### Sizing map, run 1

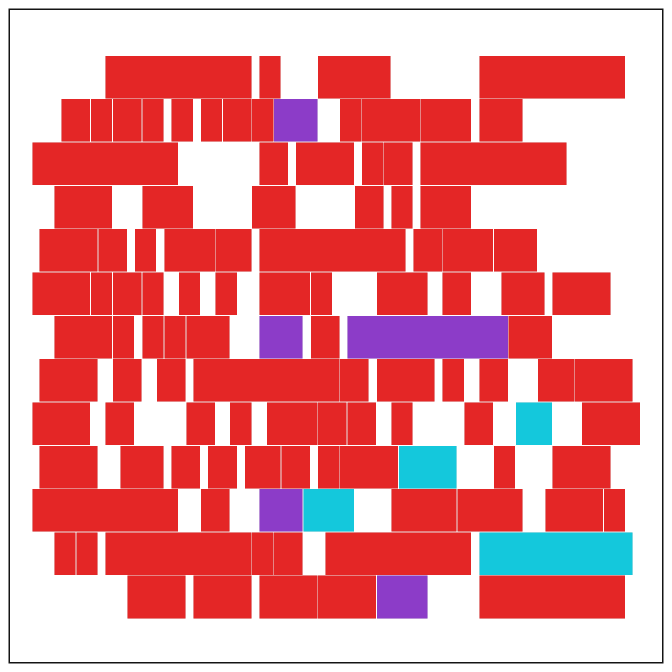
### Cells colored by class, run 1

Scale bar: 10 microns.
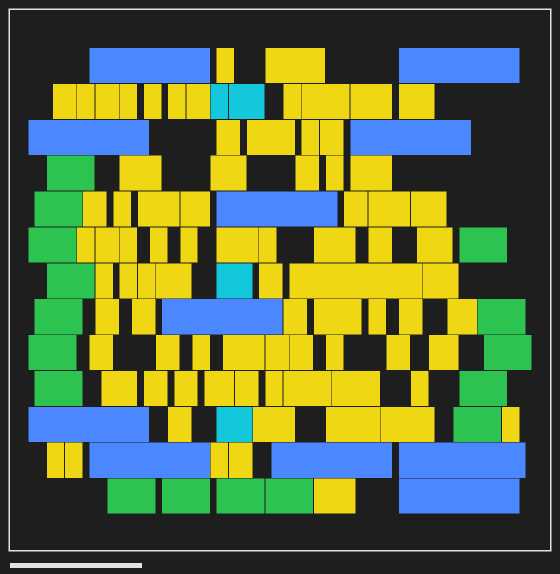
### Signal wires on met1, run 1

Supply wires on this layer in gray.
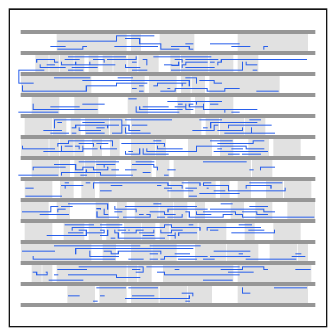
`src/rtl/traffic_ctrl_param_if.sv`:
```
// Signal bundle between the intersection controller and its surroundings:
// timing strobe and debounced requests in, lamp drives and status out.
interface traffic_ctrl_param_if;
    logic       tick_en;
    logic       walk_req;
    logic       sensor;
    logic       flash_mode;
    logic [2:0] main_light;
    logic [2:0] side_light;
    logic       walk_light;
    logic       walk_pending;
    logic [2:0] phase;

    modport master (
        output tick_en, walk_req, sensor, flash_mode,
        input  main_light, side_light, walk_light, walk_pending, phase
    );

    modport slave (
        input  tick_en, walk_req, sensor, flash_mode,
        output main_light, side_light, walk_light, walk_pending, phase
    );
endinterface

```
`src/rtl/traffic_ctrl_param.sv`:
```
// Parametrised main/side intersection controller with latched pedestrian
// request and a flashing night mode; all timing advances on tick_en only.
module traffic_ctrl_param #(
    parameter int CW      = 4,
    parameter int T_GRN   = 6,
    parameter int T_EXT_S = 3,
    parameter int T_EXT_L = 6,
    parameter int T_YEL   = 2,
    parameter int T_WALK  = 3
) (
    input  logic                 clk,
    input  logic                 btn_rst,
    traffic_ctrl_param_if.slave  bus
);
    typedef enum logic [2:0] {
        MAIN_GRN = 3'd0,
        MAIN_EXT = 3'd1,
        MAIN_YEL = 3'd2,
        WALK     = 3'd3,
        SIDE_GRN = 3'd4,
        SIDE_EXT = 3'd5,
        SIDE_YEL = 3'd6,
        FLASH    = 3'd7
    } state_t;

    state_t         state_reg, state_next;
    logic [CW-1:0]  cnt_reg, cnt_next;
    logic [CW-1:0]  ext_len_reg, ext_len_next;
    logic           pend_reg, pend_next;
    logic           fph_reg, fph_next;
    logic [CW-1:0]  limit;
    logic           last_tick;

    always_ff @(posedge clk or posedge btn_rst) begin
        if (btn_rst) begin
            state_reg   <= MAIN_GRN;
            cnt_reg     <= '0;
            ext_len_reg <= CW'(T_EXT_L);
            pend_reg    <= 1'b0;
            fph_reg     <= 1'b0;
        end else begin
            state_reg   <= state_next;
            cnt_reg     <= cnt_next;
            ext_len_reg <= ext_len_next;
            pend_reg    <= pend_next;
            fph_reg     <= fph_next;
        end
    end

    // Main-road extension length was latched when MAIN_GRN ended.
    always_comb begin
        limit = CW'(1);
        case (state_reg)
            MAIN_GRN, SIDE_GRN: limit = CW'(T_GRN);
            MAIN_EXT:           limit = ext_len_reg;
            SIDE_EXT:           limit = CW'(T_EXT_S);
            MAIN_YEL, SIDE_YEL: limit = CW'(T_YEL);
            WALK:               limit = CW'(T_WALK);
            default:            limit = CW'(1);
        endcase
    end

    assign last_tick = (cnt_reg == limit - CW'(1));

    always_comb begin
        state_next   = state_reg;
        cnt_next     = cnt_reg;
        ext_len_next = ext_len_reg;
        fph_next     = fph_reg;
        if (bus.tick_en) begin
            if (state_reg == FLASH) begin
                if (!bus.flash_mode) begin
                    state_next = MAIN_GRN;
                    cnt_next   = '0;
                    fph_next   = 1'b0;
                end else begin
                    fph_next   = ~fph_reg;
                end
            end else if (last_tick) begin
                cnt_next = '0;
                case (state_reg)
                    MAIN_GRN: begin
                        state_next   = MAIN_EXT;
                        ext_len_next = bus.sensor ? CW'(T_EXT_S) : CW'(T_EXT_L);
                    end
                    MAIN_EXT: state_next = MAIN_YEL;
                    MAIN_YEL: state_next = pend_reg ? WALK : SIDE_GRN;
                    WALK:     state_next = SIDE_GRN;
                    SIDE_GRN: state_next = bus.sensor ? SIDE_EXT : SIDE_YEL;
                    SIDE_EXT: state_next = SIDE_YEL;
                    SIDE_YEL: state_next = bus.flash_mode ? FLASH : MAIN_GRN;
                    default:  state_next = MAIN_GRN;
                endcase
            end else begin
                cnt_next = cnt_reg + CW'(1);
            end
        end
    end

    // Serving the request on WALK entry overrides a same-edge new request.
    always_comb begin
        pend_next = pend_reg | bus.walk_req;
        if (state_next == WALK && state_reg != WALK)
            pend_next = 1'b0;
    end

    always_comb begin
        bus.main_light = 3'b100;
        bus.side_light = 3'b100;
        bus.walk_light = 1'b0;
        case (state_reg)
            MAIN_GRN, MAIN_EXT: bus.main_light = 3'b001;
            MAIN_YEL:           bus.main_light = 3'b010;
            SIDE_GRN, SIDE_EXT: bus.side_light = 3'b001;
            SIDE_YEL:           bus.side_light = 3'b010;
            WALK:               bus.walk_light = 1'b1;
            FLASH: begin
                bus.main_light = fph_reg ? 3'b010 : 3'b000;
                bus.side_light = fph_reg ? 3'b100 : 3'b000;
            end
            default: begin
                bus.main_light = 3'b100;
                bus.side_light = 3'b100;
            end
        endcase
    end

    assign bus.walk_pending = pend_reg;
    assign bus.phase        = state_reg;
endmodule

```
`src/flat_wrapper.sv`:
```
// flat-port wrapper written by rule: the top's interface ports become plain ports
module traffic_ctrl_param_flat 
#(
    parameter int CW      = 4,
    parameter int T_GRN   = 6,
    parameter int T_EXT_S = 3,
    parameter int T_EXT_L = 6,
    parameter int T_YEL   = 2,
    parameter int T_WALK  = 3
)
  (clk, btn_rst, bus_tick_en, bus_walk_req, bus_sensor, bus_flash_mode, bus_main_light, bus_side_light, bus_walk_light, bus_walk_pending, bus_phase);
  traffic_ctrl_param_if bus_i ();
  input  logic clk;
  input  logic btn_rst;
  input wire logic [$bits(bus_i.tick_en)-1:0] bus_tick_en;
  input wire logic [$bits(bus_i.walk_req)-1:0] bus_walk_req;
  input wire logic [$bits(bus_i.sensor)-1:0] bus_sensor;
  input wire logic [$bits(bus_i.flash_mode)-1:0] bus_flash_mode;
  output wire logic [$bits(bus_i.main_light)-1:0] bus_main_light;
  output wire logic [$bits(bus_i.side_light)-1:0] bus_side_light;
  output wire logic [$bits(bus_i.walk_light)-1:0] bus_walk_light;
  output wire logic [$bits(bus_i.walk_pending)-1:0] bus_walk_pending;
  output wire logic [$bits(bus_i.phase)-1:0] bus_phase;
  assign bus_i.tick_en = bus_tick_en;
  assign bus_i.walk_req = bus_walk_req;
  assign bus_i.sensor = bus_sensor;
  assign bus_i.flash_mode = bus_flash_mode;
  assign bus_main_light = bus_i.main_light;
  assign bus_side_light = bus_i.side_light;
  assign bus_walk_light = bus_i.walk_light;
  assign bus_walk_pending = bus_i.walk_pending;
  assign bus_phase = bus_i.phase;
  traffic_ctrl_param #(.CW(CW), .T_GRN(T_GRN), .T_EXT_S(T_EXT_S), .T_EXT_L(T_EXT_L), .T_YEL(T_YEL), .T_WALK(T_WALK)) u_core (.clk(clk), .btn_rst(btn_rst), .bus(bus_i));
endmodule
```
`config.mk`:
```
export PLATFORM = sky130hd
export DESIGN_NAME = traffic_ctrl_param_flat
export DESIGN_NICKNAME = d
export VERILOG_FILES = /design/src/rtl/traffic_ctrl_param_if.sv /design/src/rtl/traffic_ctrl_param.sv /design/src/flat_wrapper.sv
export SDC_FILE = /design/constraint.sdc
export NUM_CORES = 1
export LEC_CHECK = 0
export CAP_MARGIN = 0
export CORE_UTILIZATION = 53
export CTS_CLUSTER_SIZE = 12
export DETAILED_ROUTE_END_ITERATION = 8
export PLACE_DENSITY = 0.83
export SYNTH_ARGS = -nofsm -noshare
export SYNTH_HDL_FRONTEND = slang
export SYNTH_SLANG_ARGS = --single-unit
```
`constraint.sdc`:
```
create_clock -name clk -period 5.8 [get_ports clk]
set_clock_uncertainty 0.15 [all_clocks]
set_input_delay 0.58 -clock clk [delete_from_list [all_inputs] [get_ports clk]]
set_output_delay 0.58 -clock clk [all_outputs]
set_load 0.02 [all_outputs]
```
==> impl_metrics.yaml, run 1 <==
# yosys + openroad results
logic_synthesis:
  flop_cell: "dfrtp_1"
  syn_area_sq_um: 803.3
  simple_gate_area_share_pct: 25.70
  topCombFamilyByArea: "AND-OR/OR-AND gates"
  adder_share_pct: 1.558
  syn_inst: 98
  syn_area_per_cell_sq_um: 8.197
  ys_sh_mux_pct: 4.050
  ys_seq_share_pct: 34.42
layout:
  area_growth_pct: 22.27
  n_antenna_cell: 0
  n_all_buffers: 16
  largest_cell_class: "combinational gates"
  comb_share_pct: 48.66
  seq_area_share_pct: 28.15
  clkCellAreaFrac_pct: 2.675
  logic_gates: 75
  drive_above_1_share_pct: 8.036
clocking:
  cts_htree_levels: 1
  cts.clk_slew.worst_paths_ns: 0.08
  cts_tree: "done"
  cts_root_buf: "clkbuf_4"
  clock-sinks: 11
setup_path:
  worst_r2r_path_depth: 6
  startpoint_type: "flip-flop"
  end_kind: "output port"
  cpPeakStageDelay_ns: 0.74
  arrival_ns: 2.06
  worst-setup-path-type: "flip-flop to output port"
sta:
  maxSlewViolCount: 0
  worst_pin_slew_ns: 0.6271
  setup_viol: 0
  rsz0062_at_grt: "no"
  final.setup.tns_ns: 0
  hold_ws_ns: 0.3792
job:
  cap_violations: 0
drt:
  wl_per_cell_microns: 15.66
  firstDrtPassIters: 4
  vias: 809
floorplan:
  pin_count: 17
  die_area_sq_um: 1675
  die_x_microns: 40.93
  fp.dieH_microns: 40.93
outcome:
  status: "finished, final reports clean"
global_route:
  overflow: 0
  grt_first_pass_wirelength_microns: 2849
Back to the opening pictures, 'Sizing map':
- purple: _3 and _4 cells (cells 5; share 4.5%; most used clkbuf_4)
- red: _0 and _1 cells (cells 103; share 92%; most used clkdlybuf4s50_1)
- cyan: _2 cells (cells 4; share 3.6%)

Back to the opening pictures, 'Cells colored by class':
- blue: flops (cells 11)
- yellow: combinational and other logic (cells 81)
- green: other buffers and delay cells (cells 16)
- cyan: clock drivers and dummy loads (cells 4)

Back to the opening pictures, 'Signal wires on met1':
- wire length on this layer: 913 microns
- longest straight run: 15.2 microns
- share of all routed wire: 46%
- main direction: horizontal
- nets with wire on the layer: 104

## run 1: worst max-delay path, delay by kind of cell (launching register included)
| family | cells | cell delay [ns] |
|---|---|---|
| flip-flops | 1 | 0.74 |
| AND/OR/NAND/NOR | 1 | 0.21 |
| buffers and inverters | 1 | 0.63 |
| XOR/XNOR | 1 | 0.19 |
## run 1: through the flow
stage | util (%) | total power, W | cell area [sq um]
6_report | 72.75 | 0.0005324 | 982.2
4_1_cts | 72.75 | 0.0005263 | 982.2
2_1_floorplan | - | 0.0003677 | 803.3
3_3_place_gp | 70.81 | 0.0004588 | 955.9
5_1_grt | 72.75 | 0.0005629 | 982.2
3_5_place_dp | 70.81 | 0.0004705 | 955.9
## run 1: cells by family after synthesis
family | Yosys count
DFF | 11
buffers and inverters | 12
adders and majority gates | 1
AOI/OAI and AO/OA | 29
xor gates and xnor gates | 2
and+or+nand+nor | 40
muxes | 3
## run 1: report_power, final
group | internal (W) | total [W] | switching [W]
clock | 0.0000267 | 0.0000555 | 0.0000288
combinational | 0.000136 | 0.000292 | 0.000156
sequential | 0.000108 | 0.000185 | 0.0000763
total | 0.000271 | 0.000532 | 0.000261
## run 1: worst min path at each step
| stage | from | end |
|---|---|---|
| 2_1_floorplan | btn_rst | u_core.bus.phase[0] |
| 3_3_place_gp | u_core.fph_reg | u_core.fph_reg |
| 3_5_place_dp | u_core.fph_reg | u_core.fph_reg |
| 4_1_cts | u_core.fph_reg | u_core.fph_reg |
| 5_1_grt | u_core.fph_reg | u_core.fph_reg |
| 6_report | u_core.fph_reg | u_core.fph_reg |
## run 1: metal layers
metal  global-route usage [%]  vias to the layer above  part of all wire [%]
li1                         -                      381                     -
met2                    39.06                       45                    44
met5                        0                        -                     0
met1                    36.12                      376                    46
met4                    15.00                        0                   2.2
met3                    3.804                        7                   7.6
### Clock network drawn from the DEF, run 1

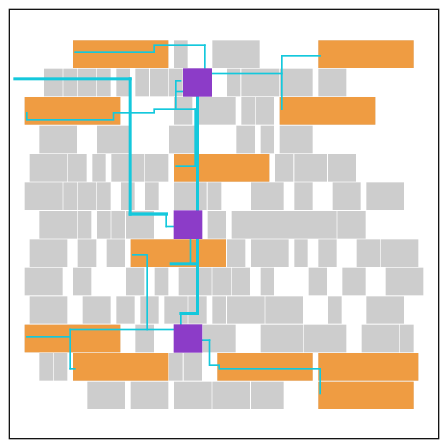

--- run 2 (diff from run 1) ---
Settings changed: CORE_UTILIZATION 53 to 44, PLACE_DENSITY 0.83 to 0.73.
Clock period 5.8 ns to 2.41 ns, I/O delays scaled along.
### Clock network drawn from the DEF, run 2

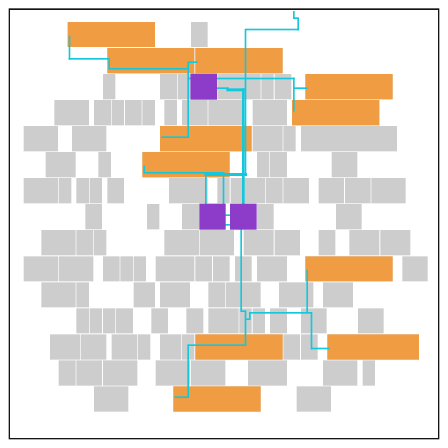
- purple: clock drivers (count 3)
- cyan: clock wires (length 154 microns)
- orange: flip-flops (count 11)
- routed clock nets: 4

==> impl_metrics.yaml, run 2 <==
# yosys + openroad results
drt:
  wl_per_cell_microns: 12.87
  drc: 1
  vias: 779
  routed.top_layer: "met4"
  firstDrtPassIters: 6
  detailroute.wirelength.met3_microns: 51
  m1WireLength_microns: 913
setup_path:
  crit_family: "buffers and inverters"
  arrival_ns: 1.87
  cpPeakStageDelay_ns: 0.61
  worst-setup-path-type: "flip-flop to output port"
  startpoint_type: "flip-flop"
  crit_buf_inv: 3
  end_kind: "output port"
pwr:
  switchingPower_w: 0.0006174
  switching_share_pct: 46.70
  p_int_w: 0.0007045
  pwr-share-comb_pct: 64.5
  clkPwrFrac_pct: 9.7
  power_frac_seq_pct: 25.8
clocking:
  cts_tree: "done"
  clock-sinks: 11
  cts_root_buf: "clkbuf_4"
layout:
  utilization_pct: 60.58
  area_growth_pct: 30.22
  drive_above_1_share_pct: 13.56
  n_antenna_cell: 0
  final_common_cell: "clkdlybuf4s50_1"
global_route:
  grt_use_met3_pct: 4.400
  met1_usage_pct: 29.32
  grt_first_pass_wirelength_microns: 3208
  busiest_layer: "met2"
logic_synthesis:
  syn_inst: 98
  flop_cell: "dfrtp_1"
  syn_area_per_cell_sq_um: 8.197
  syn_area_sq_um: 803.3
  ys_seq_share_pct: 34.42
sta:
  worst_pin_slew_ns: 0.4113
  final.setup.tns_ns: 0
  rsz0062_at_grt: "no"
  hold_ws_ns: 0.1021
  setup_viol: 0
outcome:
  violations: "DRC"
  status: "finished with violations"
floorplan:
  die_area_sq_um: 2000
  die_x_microns: 44.73
  pin_count: 17
  fp.dieH_microns: 44.73
job:
  cap_violations: 0
-- run 2: cell counts after synthesis --
Identical to the previous run, type by type.
-- run 2: power by group through the flow --
stage          clock network, W  registers (W)  logic, W
2_1_floorplan                 0       0.000364  0.000542
3_3_place_gp                  0       0.000341  0.000838
3_5_place_dp                  0       0.000343  0.000851
4_1_cts                0.000129       0.000340  0.000859
5_1_grt                0.000138       0.000352  0.000935
6_report               0.000128       0.000341  0.000853
-- run 2: logic make-up (layout without fill, tap and decap cells) --
kind of cell               after synthesis  count (layout)  share of synthesized area [%]
buffers and inverters                   12              32                          6.074
AOI/OAI and AO/OA                       29              29                          26.01
adders and majority gates                1               1                          1.557
muxes                                    3               3                          4.050
DFF                                     11              11                          34.42
and+or+nand+nor                         40              40                          25.70
xor gates and xnor gates                 2               2                          2.181
-- run 2: how the worst max path moves through the flow --
stage,from,to,slack (ns),cells past startpoint
after floorplan,u_core.bus.phase[0],u_core.ext_len_reg[0],-0.004,7
final,u_core.bus.phase[0],bus_main_light[1],0.15,5
after CTS,u_core.bus.phase[2],u_core.ext_len_reg[0],0.15,6
after detailed placement,u_core.bus.phase[2],u_core.ext_len_reg[0],0.17,6
after global routing,u_core.bus.phase[0],bus_main_light[1],0.02,5
after global placement,u_core.bus.phase[2],u_core.ext_len_reg[0],0.22,6
-- run 2: area by class of cell --
cell class / count / area share, %
inverter: 6 / 2.153
tap: 25 / 2.990
sequential: 11 / 26.56
multi-input combinational: 75 / 46.17
timing repair buffer: 22 / 19.62
clock buffer: 4 / 2.512
-- run 2: per-stage QoR --
stage	setup WS, ns	cell area (sq um)	power, W
floorplan	-0.003694	814.5	0.0009058
global placement	0.2240	1020	0.001179
detailed placement	0.1687	1020	0.001194
CTS	0.1463	1046	0.001328
global route	0.02354	1046	0.001424
finish	0.1534	1046	0.001322
Power and IR drop assume default switching activity.
